[src/rtl/shader_core_simd.sv]
// SIMD shader core: one 16-bit instruction broadcast to LANES lanes through a 2-stage EX -> result pipeline.
// Optional macro SHADER_CORE_ZFLAG_EN adds a per-lane registered zero flag output (result_zero).
module shader_core_simd #(
   parameter int DATA_W = 16,
   parameter int LANES  = 4,
   localparam int LANE_W = (LANES > 1) ? $clog2(LANES) : 1
) (
   input  logic                      clk,
   input  logic                      rst,
   input  logic [15:0]               instr,
   input  logic                      instr_valid,
   output logic                      instr_ready,
   input  logic                      ld_valid,
   output logic                      ld_ready,
   input  logic [LANE_W-1:0]         ld_lane,
   input  logic [2:0]                ld_addr,
   input  logic [DATA_W-1:0]         ld_data,
   output logic                      result_valid,
   input  logic                      result_ready,
   output logic [LANES*DATA_W-1:0]   result_data,
   output logic [2:0]                result_rd
`ifdef SHADER_CORE_ZFLAG_EN
   ,
   output logic [LANES-1:0]          result_zero
`endif
);
   localparam int SH_W = $clog2(DATA_W);

   logic       ex_valid, ex_we, ex_shreg;
   logic [2:0] ex_op, ex_rd;
   logic       adv, accept, ld_fire;
   logic [2:0] in_rs1, in_rs2;
   logic       unused_rsvd;

   assign in_rs1      = instr[12:10];
   assign in_rs2      = instr[9:7];
   assign unused_rsvd = ^instr[3:2];

   // Handshake readiness never depends on the instruction word itself.
   always_comb begin
      adv         = ex_valid && (!result_valid || result_ready);
      instr_ready = (!ex_valid || adv) && !ld_valid;
      ld_ready    = !(adv && ex_we);
      accept      = instr_valid && instr_ready;
      ld_fire     = ld_valid && ld_ready;
   end

   always_ff @(posedge clk) begin
      if (rst) begin
         ex_valid     <= 1'b0;
         ex_op        <= '0;
         ex_rd        <= '0;
         ex_we        <= 1'b0;
         ex_shreg     <= 1'b0;
         result_valid <= 1'b0;
         result_rd    <= '0;
      end else begin
         if (accept) begin
            ex_valid <= 1'b1;
            ex_op    <= instr[15:13];
            ex_rd    <= instr[6:4];
            ex_shreg <= instr[1];
            ex_we    <= instr[0];
         end else if (adv) begin
            ex_valid <= 1'b0;
         end
         if (adv) begin
            result_valid <= 1'b1;
            result_rd    <= ex_rd;
         end else if (result_ready) begin
            result_valid <= 1'b0;
         end
      end
   end

   for (genvar gi = 0; gi < LANES; gi++) begin : g_lane
      logic [DATA_W-1:0] rf [8];
      logic [DATA_W-1:0] ex_a, ex_b, alu, opnd_a, opnd_b, res;
      logic [SH_W-1:0]   shamt;

      always_comb begin
         shamt = ex_shreg ? ex_b[SH_W-1:0] : SH_W'(1);
         case (ex_op)
            3'd0:    alu = ex_a + ex_b;
            3'd1:    alu = ex_a - ex_b;
            3'd2:    alu = ex_a & ex_b;
            3'd3:    alu = ex_a | ex_b;
            3'd4:    alu = ex_a ^ ex_b;
            3'd5:    alu = ex_a * ex_b;
            3'd6:    alu = ex_a << shamt;
            default: alu = ex_a >> shamt;
         endcase
      end

      // Bypass the instruction retiring this edge so dependent issue needs no bubble.
      always_comb begin
         opnd_a = rf[in_rs1];
         opnd_b = rf[in_rs2];
         if (adv && ex_we && (ex_rd == in_rs1)) opnd_a = alu;
         if (adv && ex_we && (ex_rd == in_rs2)) opnd_b = alu;
      end

      always_ff @(posedge clk) begin
         if (accept) begin
            ex_a <= opnd_a;
            ex_b <= opnd_b;
         end
      end

      always_ff @(posedge clk) begin
         if (rst) begin
            for (int i = 0; i < 8; i++) rf[i] <= '0;
            res <= '0;
         end else begin
            if (adv && ex_we) rf[ex_rd] <= alu;
            if (ld_fire && (ld_lane == LANE_W'(gi))) rf[ld_addr] <= ld_data;
            if (adv) res <= alu;
         end
      end

      assign result_data[gi*DATA_W +: DATA_W] = res;

`ifdef SHADER_CORE_ZFLAG_EN
      logic zero;
      always_ff @(posedge clk) begin
         if (rst)      zero <= 1'b0;
         else if (adv) zero <= (alu == '0);
      end
      assign result_zero[gi] = zero;
`endif
   end
endmodule

[config.mk]
export PLATFORM = sky130hd
export DESIGN_NAME = shader_core_simd
export DESIGN_NICKNAME = d
export VERILOG_FILES = /design/src/rtl/shader_core_simd.sv
export SDC_FILE = /design/constraint.sdc
export NUM_CORES = 2
export LEC_CHECK = 0
export CORE_UTILIZATION = 40
export DETAILED_ROUTE_END_ITERATION = 10
export PLACE_DENSITY_LB_ADDON = 0.3
export SKIP_LAST_GASP = 1
export SYNTH_ARGS = -nofsm -noshare
export SYNTH_HDL_FRONTEND = slang
export SYNTH_SLANG_ARGS = --single-unit
[constraint.sdc]
create_clock -name clk -period 12.3 [get_ports clk]
set_clock_uncertainty 0.15 [all_clocks]
set_input_delay 3.075 -clock clk [delete_from_list [all_inputs] [get_ports clk]]
set_output_delay 3.075 -clock clk [all_outputs]
set_load 0.005 [all_outputs]
==> run_results.csv <==
group,metric,value,unit
status,run_status,"finished, violations left",
status,violations,"DRC",
routing,postRouteAntennaNets,0,
synthesis,async_reset_ff_frac,0,
run,drv_cap,0,
power_and_ir_drop,comb_power,0.00513,W
min_path,holdPathEnd,"g_lane[1].res[5]$_SDFFE_PP0P_",
timing,finalHoldWorstSlack,302,ps
die,ios,112,
synthesis,synth_flops,717,
power_and_ir_drop,internal_power,0.00611,W
layout,area_delta_synth_final,9.05,%
cts,clockBufferDepth,3,
critical_path,worst_path_max_delay_cell,"clkdlybuf4s50_1",
layout,n_clock_buffer,108,
global_routing,grt_overflow,0,
critical_path,reg2reg_to,"g_lane[1].ex_b[15]$_DFFE_PP_",
cts,cts_buffers,83,
min_path,holdPathStages,2,
critical_path,endpoint_kind,"output pin",
die,nWellTaps,2072,
placed_design,dpl.hpwl,155000,um
routing,wl_per_cell,27.0,um
critical_path,crit_buf_inv,2,
synthesis,netlist_instances,6278,
power_and_ir_drop,power-top-group,"combinational logic",
global_routing,grt_max_degree,86,
layout,logic_gate_count,4521,
power_and_ir_drop,vdd_drop_max,0.205,mV
die,rows,146,
die,die-area,161000,um2
layout,fillers,15000,
synthesis,synth-edff-count,640,
synthesis,ys_sh_simple,0.131,
synthesis,synthAdderAreaFrac,0.178,
critical_path,startpoint,"result_ready",
routing,drc,1,
power_and_ir_drop,p_sw_frac,0.416,
layout,n_all_buffers,249,
synthesis,logic_family,"adder cells",
cts,root_buffer,"clkbuf_16",
power_and_ir_drop,pwr-share-comb,0.491,
timing,rsz0062_at_grt,"false",
cts,h-tree-depth,3,
==> images/wires.png <==
Scale: 1 px per um.
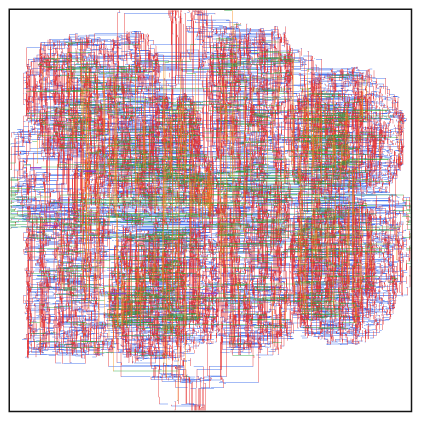
Orange stands for metal 4, wire length 12200 um. Blue stands for metal 1, wire length 87.8 mm. Green stands for metal 3, wire length 24.4 mm. Purple stands for metal 5, wire length 77.3 um. Red stands for metal 2, wire length 100 mm.

==> images/clk_routes.png <==
Scale: 1 px per um.
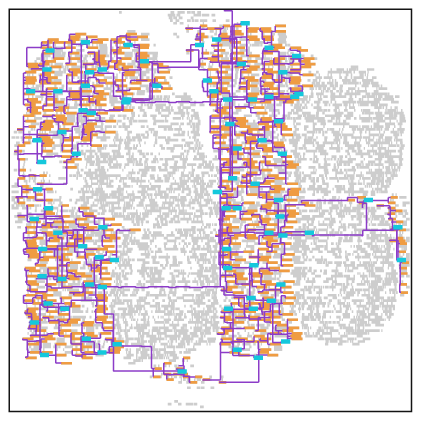
Purple stands for clock wires, length 10200 um. Orange stands for flip-flops, count 717. Cyan stands for clock drivers, count 83.
There are 84 routed clock nets.

==> images/congestion.png <==
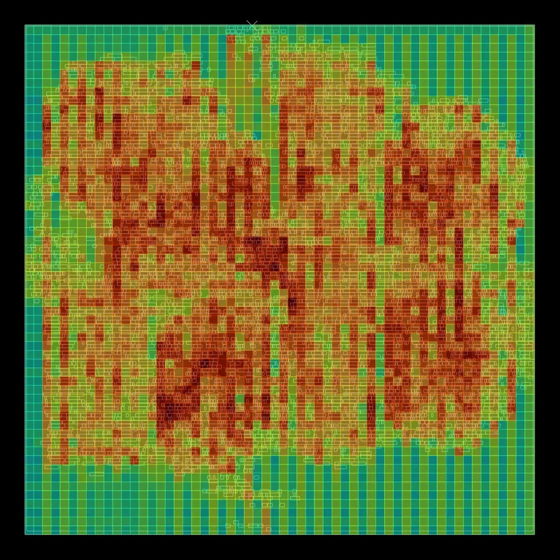
GRT Overall Usage: 0.275
final core utilization: 0.439
met2 global-route usage: 0.430
GR Util met3: 0.0606
Most Crowded Layer GR: met2

Power and IR drop assume default switching activity.
